## src/rtl/bioz_pkg.sv

```systemverilog
// Shared types and default constants for the BioZ sweep sequencer.
// Also holds a width helper that never returns less than one bit.
package bioz_pkg;

    typedef enum logic [1:0] {
        IDLE    = 2'd0,
        SETTLE  = 2'd1,
        MEASURE = 2'd2,
        FINISH  = 2'd3
    } bioz_state_e;

    localparam int                    BIOZ_FSEL_W     = 4;
    localparam int                    BIOZ_ADC_PERIOD = 15;
    localparam logic [BIOZ_FSEL_W-1:0] BIOZ_FSEL_START = 4'b1100;

    function automatic int clog2_min1(input int value);
        return (value > 1) ? $clog2(value) : 1;
    endfunction

endpackage

```

## src/rtl/bioz_adc_slot_timer.sv

```systemverilog
// Conversion-slot timer: owns the period counter and the slot counter within a phase.
// It also registers the ADC strobe, the kept-sample pulse and the sample index.
module bioz_adc_slot_timer
    import bioz_pkg::*;
#(
    parameter int ADC_PERIOD = BIOZ_ADC_PERIOD,
    parameter int SLOT_W     = 5,
    parameter int IDX_W      = 4
) (
    input  logic              clk_ADC,
    input  logic              Reset,
    input  logic              run_nxt,
    input  logic              meas_nxt,
    input  logic              restart,
    input  logic [SLOT_W-1:0] phase_len,
    output logic              end_slot,
    output logic              end_phase,
    output logic              adc_start,
    output logic              sample_valid,
    output logic [IDX_W-1:0]  sample_idx
);

    localparam int               PC_W    = clog2_min1(ADC_PERIOD);
    localparam logic [PC_W-1:0]  PC_LAST = PC_W'(ADC_PERIOD - 1);
    localparam logic [PC_W-1:0]  PC_ONE  = PC_W'(1);
    localparam logic [SLOT_W:0]  SLOT_ONE_X = (SLOT_W+1)'(1);

    logic [PC_W-1:0]   pc;
    logic [PC_W-1:0]   pc_nxt;
    logic [SLOT_W-1:0] slot;
    logic [SLOT_W-1:0] slot_nxt;
    logic              strobe_nxt;
    logic              keep_nxt;

    // end_phase marks the final slot of the phase; the top combines it with end_slot.
    assign end_slot  = (pc == PC_LAST);
    assign end_phase = (({1'b0, slot} + SLOT_ONE_X) == {1'b0, phase_len});

    always_comb begin
        pc_nxt   = '0;
        slot_nxt = '0;
        if (run_nxt && !restart) begin
            if (end_slot) begin
                pc_nxt   = '0;
                slot_nxt = slot + SLOT_W'(1);
            end else begin
                pc_nxt   = pc + PC_ONE;
                slot_nxt = slot;
            end
        end
    end

    assign strobe_nxt = run_nxt && (pc_nxt == PC_ONE);
    assign keep_nxt   = run_nxt && meas_nxt && (pc_nxt == PC_LAST);

    always_ff @(posedge clk_ADC) begin
        if (Reset) begin
            pc           <= '0;
            slot         <= '0;
            adc_start    <= 1'b0;
            sample_valid <= 1'b0;
            sample_idx   <= '0;
        end else begin
            pc           <= pc_nxt;
            slot         <= slot_nxt;
            adc_start    <= strobe_nxt;
            sample_valid <= keep_nxt;
            if (keep_nxt) begin
                sample_idx <= slot_nxt[IDX_W-1:0];
            end
        end
    end

endmodule

```

## src/rtl/bioz_sweep_sequencer.sv

```systemverilog
// BioZ sweep sequencer: steps Fsel from FSEL_START down to FSEL_END for every electrode pair,
// discarding settle conversions and tagging kept conversions, with start/abort/loop control.
module bioz_sweep_sequencer
    import bioz_pkg::*;
#(
    parameter int FSEL_W        = BIOZ_FSEL_W,
    parameter int FSEL_START    = int'(BIOZ_FSEL_START),
    parameter int FSEL_END      = 0,
    parameter int ROW_W         = 2,
    parameter int COL_W         = 2,
    parameter int N_ROWS        = 4,
    parameter int N_COLS        = 4,
    parameter int ADC_PERIOD    = BIOZ_ADC_PERIOD,
    parameter int CONV_PER_STEP = 16,
    parameter int SETTLE_CONV   = 2,
    parameter int IDX_W         = clog2_min1(CONV_PER_STEP)
) (
    input  logic              clk_ADC,
    input  logic              Reset,
    input  logic              Start,
    input  logic              Abort,
    input  logic              Loop,
    output logic              Busy,
    output logic              Done,
    output logic [FSEL_W-1:0] Fsel,
    output logic [ROW_W-1:0]  Row,
    output logic [COL_W-1:0]  Col,
    output logic              Clk_En,
    output logic              ADC_En,
    output logic              ADC_Start,
    output logic              Sample_Valid,
    output logic [IDX_W-1:0]  Sample_Idx
);

    localparam int SLOT_MAX = (CONV_PER_STEP > SETTLE_CONV) ? CONV_PER_STEP : SETTLE_CONV;
    localparam int SLOT_W   = clog2_min1(SLOT_MAX + 1);

    localparam logic [FSEL_W-1:0] F_START  = FSEL_W'(FSEL_START);
    localparam logic [FSEL_W-1:0] F_END    = FSEL_W'(FSEL_END);
    localparam logic [ROW_W-1:0]  ROW_LAST = ROW_W'(N_ROWS - 1);
    localparam logic [COL_W-1:0]  COL_LAST = COL_W'(N_COLS - 1);
    localparam logic [SLOT_W-1:0] LEN_MEAS = SLOT_W'(CONV_PER_STEP);
    localparam logic [SLOT_W-1:0] LEN_SETL = SLOT_W'(SETTLE_CONV);

    // With no settle conversions every step enters MEASURE directly.
    localparam bioz_state_e FIRST_PHASE = (SETTLE_CONV == 0) ? MEASURE : SETTLE;

    bioz_state_e       state;
    bioz_state_e       state_nxt;
    logic [FSEL_W-1:0] fsel_q;
    logic [FSEL_W-1:0] fsel_nxt;
    logic [ROW_W-1:0]  row_q;
    logic [ROW_W-1:0]  row_nxt;
    logic [COL_W-1:0]  col_q;
    logic [COL_W-1:0]  col_nxt;
    logic              busy_q;
    logic              done_q;
    logic              restart;
    logic              run_nxt;
    logic              meas_nxt;
    logic              end_slot;
    logic              end_phase;
    logic              phase_done;
    logic              last_electrode;
    logic [SLOT_W-1:0] phase_len;

    assign phase_len      = (state == MEASURE) ? LEN_MEAS : LEN_SETL;
    assign phase_done     = end_slot && end_phase;
    assign last_electrode = (row_q == ROW_LAST) && (col_q == COL_LAST);

    always_comb begin
        state_nxt = state;
        fsel_nxt  = fsel_q;
        row_nxt   = row_q;
        col_nxt   = col_q;
        restart   = 1'b0;
        case (state)
            IDLE: begin
                if (Start && !Abort) begin
                    state_nxt = FIRST_PHASE;
                    fsel_nxt  = F_START;
                    row_nxt   = '0;
                    col_nxt   = '0;
                    restart   = 1'b1;
                end
            end
            SETTLE: begin
                if (Abort) begin
                    state_nxt = IDLE;
                end else if (phase_done) begin
                    state_nxt = MEASURE;
                    restart   = 1'b1;
                end
            end
            MEASURE: begin
                if (Abort) begin
                    state_nxt = IDLE;
                end else if (phase_done) begin
                    state_nxt = FIRST_PHASE;
                    restart   = 1'b1;
                    if (fsel_q != F_END) begin
                        fsel_nxt = fsel_q - FSEL_W'(1);
                    end else if (!last_electrode) begin
                        fsel_nxt = F_START;
                        if (col_q == COL_LAST) begin
                            col_nxt = '0;
                            row_nxt = row_q + ROW_W'(1);
                        end else begin
                            col_nxt = col_q + COL_W'(1);
                        end
                    end else if (Loop) begin
                        fsel_nxt = F_START;
                        row_nxt  = '0;
                        col_nxt  = '0;
                    end else begin
                        state_nxt = FINISH;
                    end
                end
            end
            FINISH: begin
                state_nxt = IDLE;
            end
            default: begin
                state_nxt = IDLE;
            end
        endcase
    end

    assign run_nxt  = (state_nxt == SETTLE) || (state_nxt == MEASURE);
    assign meas_nxt = (state_nxt == MEASURE);

    // Outputs are registered from next-state values so they line up with the state they describe.
    always_ff @(posedge clk_ADC) begin
        if (Reset) begin
            state  <= IDLE;
            fsel_q <= F_START;
            row_q  <= '0;
            col_q  <= '0;
            busy_q <= 1'b0;
            done_q <= 1'b0;
        end else begin
            state  <= state_nxt;
            fsel_q <= fsel_nxt;
            row_q  <= row_nxt;
            col_q  <= col_nxt;
            busy_q <= run_nxt;
            done_q <= (state_nxt == FINISH);
        end
    end

    bioz_adc_slot_timer #(
        .ADC_PERIOD (ADC_PERIOD),
        .SLOT_W     (SLOT_W),
        .IDX_W      (IDX_W)
    ) u_slot_timer (
        .clk_ADC      (clk_ADC),
        .Reset        (Reset),
        .run_nxt      (run_nxt),
        .meas_nxt     (meas_nxt),
        .restart      (restart),
        .phase_len    (phase_len),
        .end_slot     (end_slot),
        .end_phase    (end_phase),
        .adc_start    (ADC_Start),
        .sample_valid (Sample_Valid),
        .sample_idx   (Sample_Idx)
    );

    assign Busy   = busy_q;
    assign Clk_En = busy_q;
    assign ADC_En = busy_q;
    assign Done   = done_q;
    assign Fsel   = fsel_q;
    assign Row    = row_q;
    assign Col    = col_q;

endmodule

```

## config.mk

```make
export PLATFORM = sky130hd
export DESIGN_NAME = bioz_sweep_sequencer
export DESIGN_NICKNAME = d
export VERILOG_FILES = /design/src/rtl/bioz_pkg.sv /design/src/rtl/bioz_adc_slot_timer.sv /design/src/rtl/bioz_sweep_sequencer.sv
export SDC_FILE = /design/constraint.sdc
export NUM_CORES = 1
export LEC_CHECK = 0
export CAP_MARGIN = 40
export CORE_ASPECT_RATIO = 1.25
export CORE_MARGIN = 8
export CORE_UTILIZATION = 40
export CTS_CLUSTER_SIZE = 40
export DETAILED_ROUTE_END_ITERATION = 12
export GPL_ROUTABILITY_DRIVEN = 1
export PLACE_DENSITY = 0.64
export RECOVER_POWER = 50
export SKIP_CTS_REPAIR_TIMING = 1
export SKIP_LAST_GASP = 1
export SYNTH_ARGS = -nofsm -noshare
export SYNTH_HDL_FRONTEND = slang
export SYNTH_SLANG_ARGS = --single-unit
```

## constraint.sdc

```tcl
create_clock -name clk_ADC -period 7.7 [get_ports clk_ADC]
set_input_delay 1.54 -clock clk_ADC [delete_from_list [all_inputs] [get_ports clk_ADC]]
set_output_delay 1.54 -clock clk_ADC [all_outputs]
set_load 0.005 [all_outputs]
```

### The metal 1 layer

The bar under the picture is 20 um long.
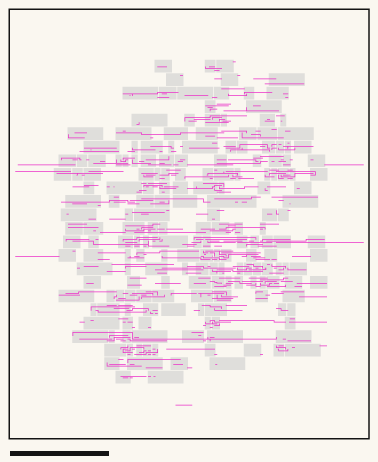
nets with wire on the layer: 187
wire length on this layer: 1410 um
main direction: horizontal
longest straight run: 29.0 um
share of all routed wire: 43%

### Metal 2

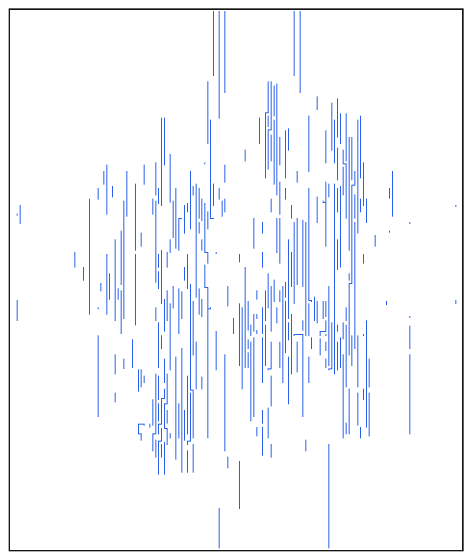
main direction: vertical
nets with wire on the layer: 185
share of all routed wire: 49%

### Met3 routing

The bar under the picture is 20 um long.
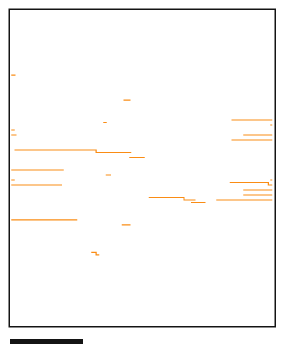
wire length on this layer: 181 um
main direction: horizontal
longest straight run: 22.1 um

==> flow_results.xml <==
<?xml version="1.0" encoding="UTF-8"?>
<metrics>
  <group name="critical_path">
    <metric name="slowest_delay" unit="ns">0.59</metric>
    <metric name="worstSetupEndpointType" unit="">flip-flop</metric>
    <metric name="worst_setup_path_startpoint" unit="">Abort</metric>
    <metric name="arrival_time_of_data_at_the_critical_path_endpoint" unit="ns">4.45</metric>
    <metric name="critical_path_class" unit="">input port to flip-flop</metric>
    <metric name="worstPathRequired" unit="ns">7.87</metric>
    <metric name="critPathSlowestCell" unit="">dlygate4sd3_1</metric>
    <metric name="cp_max_fo" unit="">6</metric>
    <metric name="worstPathCellList" unit="">dlygate4sd3_1 -&gt; nand2b_1 -&gt; or2_0 -&gt; o21ai_0 -&gt; a41o_1 -&gt; o31ai_1 -&gt; ha_1 -&gt; nor4_2 -&gt; mux2_2</metric>
    <metric name="worst_setup_path_start_kind" unit="">input port</metric>
    <metric name="r2r-start" unit="">u_slot_timer.slot[0]</metric>
  </group>
  <group name="logic_synthesis">
    <metric name="yosysSeqAreaShare" unit="%">34.4</metric>
    <metric name="synth_cells" unit="">177</metric>
    <metric name="ys_top_cells_by_area" unit="">dfxtp_1, ha_1, nor2_1</metric>
    <metric name="postSynthNetCount" unit="">194</metric>
    <metric name="ys_ff" unit="">27</metric>
    <metric name="synthDominantCellAreaShare" unit="%">34.4</metric>
    <metric name="yosys-stat-area" unit="um^2">1570</metric>
    <metric name="yosys_cells" unit="">177</metric>
    <metric name="netlist_top_cells_count" unit="">dfxtp_1, nor2_1, ha_1, nand2_1, nand2b_1</metric>
    <metric name="library_cell_occupying_the_most_area_in_the_post_synthesis_netlist" unit="">dfxtp_1</metric>
    <metric name="synth_async_sr_flop_share" unit="%">0</metric>
    <metric name="synth.most_common_cell" unit="">dfxtp_1</metric>
    <metric name="synth_cell_type_count" unit="">50</metric>
    <metric name="yosysWarnings" unit="">0</metric>
    <metric name="avgSynthCellArea" unit="um^2">8.88</metric>
    <metric name="synthFlopType" unit="">dfxtp_1</metric>
    <metric name="syn-cell-area" unit="um^2">1570</metric>
    <metric name="enable_flop_cells" unit="">0</metric>
  </group>
  <group name="clock_network">
    <metric name="tritoncts.num_buffers" unit="">3</metric>
    <metric name="clock.latency.late_pin" unit="ns">0.27</metric>
    <metric name="tritoncts" unit="">done</metric>
    <metric name="clkTransAtPathRegs" unit="ns">0.09</metric>
    <metric name="clk_root_buf" unit="">clkbuf_8</metric>
    <metric name="clock_tree.htree_level_count" unit="">1</metric>
    <metric name="max-clock-path-buffers" unit="">2</metric>
  </group>
  <group name="status">
    <metric name="status" unit="">complete, no violations</metric>
  </group>
  <group name="floorplan">
    <metric name="chipArea" unit="um^2">6200</metric>
    <metric name="chipWidth" unit="um">72.1</metric>
    <metric name="die_h" unit="um">86.1</metric>
    <metric name="number_of_top_level_pins" unit="">23</metric>
    <metric name="rows" unit="">25</metric>
    <metric name="coreArea" unit="um^2">3780</metric>
    <metric name="fp_util" unit="%">41.5</metric>
  </group>
  <group name="detailed_routing">
    <metric name="route.antenna.remaining_nets" unit="">0</metric>
    <metric name="postRouteWirelength" unit="um">3280</metric>
    <metric name="num_vias" unit="">1304</metric>
    <metric name="first_pass_iters" unit="">4</metric>
    <metric name="routed_via_density" unit="">5.22</metric>
    <metric name="drt_first_iter_violations" unit="">74</metric>
    <metric name="wl_per_cell" unit="um">13.1</metric>
    <metric name="drc_viols" unit="">0</metric>
  </group>
  <group name="timing">
    <metric name="fmaxAchievable" unit="MHz">234</metric>
    <metric name="final.setup_skew" unit="ns">0.00388</metric>
    <metric name="share_of_the_clock_period_used_by_the_worst_path" unit="%">55.6</metric>
    <metric name="fin_hold_ws" unit="ns">0.474</metric>
    <metric name="rsz0062_at_grt" unit="">false</metric>
    <metric name="worst_slew_margin_rel" unit="%">52.6</metric>
    <metric name="post-route-min-period" unit="ns">4.28</metric>
    <metric name="final.setup.tns" unit="ns">0</metric>
    <metric name="maxSlewViolCount" unit="">0</metric>
    <metric name="setup-violations-final" unit="">0</metric>
    <metric name="timing_worst_slew_pin_value" unit="ns">0.709</metric>
    <metric name="timing.final.hold_violations" unit="">0</metric>
  </group>
  <group name="min_path">
    <metric name="hold_path.startpoint" unit="">u_slot_timer.sample_idx[3]</metric>
    <metric name="holdCritPathClass" unit="">flip-flop to flip-flop</metric>
  </group>
  <group name="placement">
    <metric name="dpl.hpwl" unit="um">2570</metric>
    <metric name="placement.io_buffers" unit="">22</metric>
    <metric name="final_weighted_congestion_of_routability_driven_global_placement" unit="">0.828</metric>
  </group>
  <group name="global_route">
    <metric name="busiest_layer" unit="">met2</metric>
    <metric name="first_global_vias" unit="">1337</metric>
    <metric name="grt_use_total" unit="%">11.4</metric>
    <metric name="grt_pass1_wl" unit="um">5860</metric>
    <metric name="grtUsageMet2" unit="%">18.8</metric>
    <metric name="globalRoute.totalOverflow" unit="">0</metric>
    <metric name="global_route.usage.met1" unit="%">12.9</metric>
    <metric name="grt_antenna_before_repair" unit="">0</metric>
    <metric name="grtUsageMet3" unit="%">3.03</metric>
    <metric name="largest_net_degree_at_the_start_of_global_routing" unit="">21</metric>
  </group>
  <group name="layout">
    <metric name="final_nets" unit="">214</metric>
    <metric name="number_of_antenna_repair_diodes" unit="">0</metric>
    <metric name="syn_to_final_growth" unit="%">18.8</metric>
    <metric name="layout-drive-gt1-share" unit="%">9.18</metric>
  </group>
  <group name="job">
    <metric name="max_cap_viols" unit="">0</metric>
    <metric name="number_of_warning_messages_in_the_logs" unit="">31</metric>
  </group>
  <group name="power">
    <metric name="p_leak" unit="nW">0.731</metric>
    <metric name="powerDensity" unit="nW/um^2">134</metric>
    <metric name="power.ir.vdd_worst" unit="uV">89.6</metric>
  </group>
</metrics>
### Cell sizes after repair

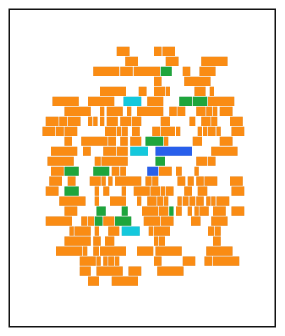
legend:
  orange:
    size: drive 1 or less
    cells: 178
    share: 91%
  blue:
    size: drive 3 to 4
    cells: 2
    share: 1.0%
  cyan:
    size: drive 6 and up
    cells: 3
    share: 1.5%
  green:
    size: drive 2
    cells: 13
    share: 6.6%

### Clock routing

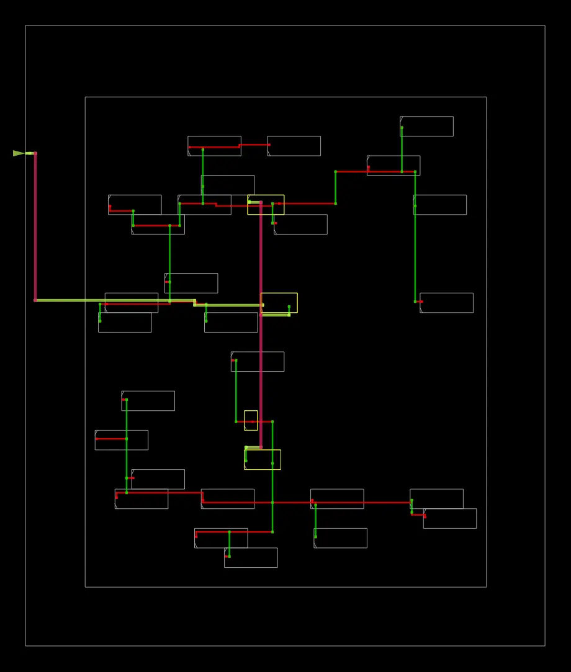
clock buffers: 3
clock sink count: 27

[critical path: cells and delay by family]
kind                       cells  cell delay, ns
and+or+nand+nor                3            1.06
buffers and inverters          1            0.59
AOI/OAI and AO/OA              3            0.50
muxes                          1            0.40
adders and majority gates      1            0.36
[where the power goes]
| group | leakage (nW) | internal [mW] | switching [mW] |
|---|---|---|---|
| registers | 0.218 | 0.142 | 0.00210 |
| logic | 0.487 | 0.0119 | 0.0136 |
| clock network | 0.0255 | 0.0363 | 0.0445 |
[area by class of cell]
type	count	area [um^2]
Clock buffer	3	41.3
Clock inverter	1	5.00
Fill cell	387	1920
Inverter	9	33.8
Multi-Input combinational cell	134	958
Sequential cell	27	541
Tap cell	54	67.6
Timing Repair Buffer	22	220
[stage by stage]
| step | worst slack (ns) | utilization [%] | total power, mW | cell area [um^2] | std cells |
|---|---|---|---|---|---|
| after floorplan | 4.05 | - | 0.165 | 1570 | 177 |
| after global placement | 3.42 | 48.2 | 0.174 | 1820 | 246 |
| after detailed placement | 3.33 | 48.2 | 0.174 | 1820 | 246 |
| after CTS | 3.63 | 49.4 | 0.255 | 1870 | 250 |
| after global routing | 3.18 | 49.3 | 0.265 | 1870 | 250 |
| final | 3.42 | 49.3 | 0.250 | 1870 | 250 |
[flip-flops by register name (all words and copies together) (netlist names)]
register / cells
Fsel: 4
Done: 1
u_slot_timer.slot: 5
state: 2
Row: 2
ADC_En: 1
u_slot_timer.sample_idx: 4
Col: 2
u_slot_timer.sample_valid: 1
u_slot_timer.pc: 4
u_slot_timer.adc_start: 1
[per-layer routing]
layer | up-vias | share of wire, %
li1 | 656 | -
met1 | 612 | 43
met2 | 29 | 49
met3 | 7 | 5.5
met4 | 0 | 2.1
met5 | - | 0
[cell families after synthesis]
kind of cell / share of synthesized area (%)
AND/OR/NAND/NOR: 27.9
adder cells (fa/ha/maj): 9.55
AND-OR/OR-AND: 13.2
multiplexers: 4.94
buffers and inverters: 4.38
XOR/XNOR: 5.57
flip-flops: 34.4
[worst paths after layout]
| kind | cells past startpoint | slack [ns] | end |
|---|---|---|---|
| hold reg to reg | 2 | 0.47 | u_slot_timer.sample_idx[3] |
| setup / recovery | 9 | 3.42 | u_slot_timer.sample_idx[1] |
| setup reg to reg | 10 | 4.02 | u_slot_timer.sample_idx[1] |
| hold / removal | 2 | 0.47 | u_slot_timer.sample_idx[3] |
[cell usage in the layout, fill, tap and decap left out, types with 4 or more instances in the layout]
cell            n
a21oi_1         5
ha_1           12
dfxtp_1        27
o21ai_0         6
nand2b_1        9
xnor2_1         5
or3_1           5
dlygate4sd3_1  19
nor2_1         16
inv_1           8
nor2b_1         6
nand2_1        12
nor3_1          4
nand3_1         6
xor2_1          5
Power and IR drop assume default switching activity.
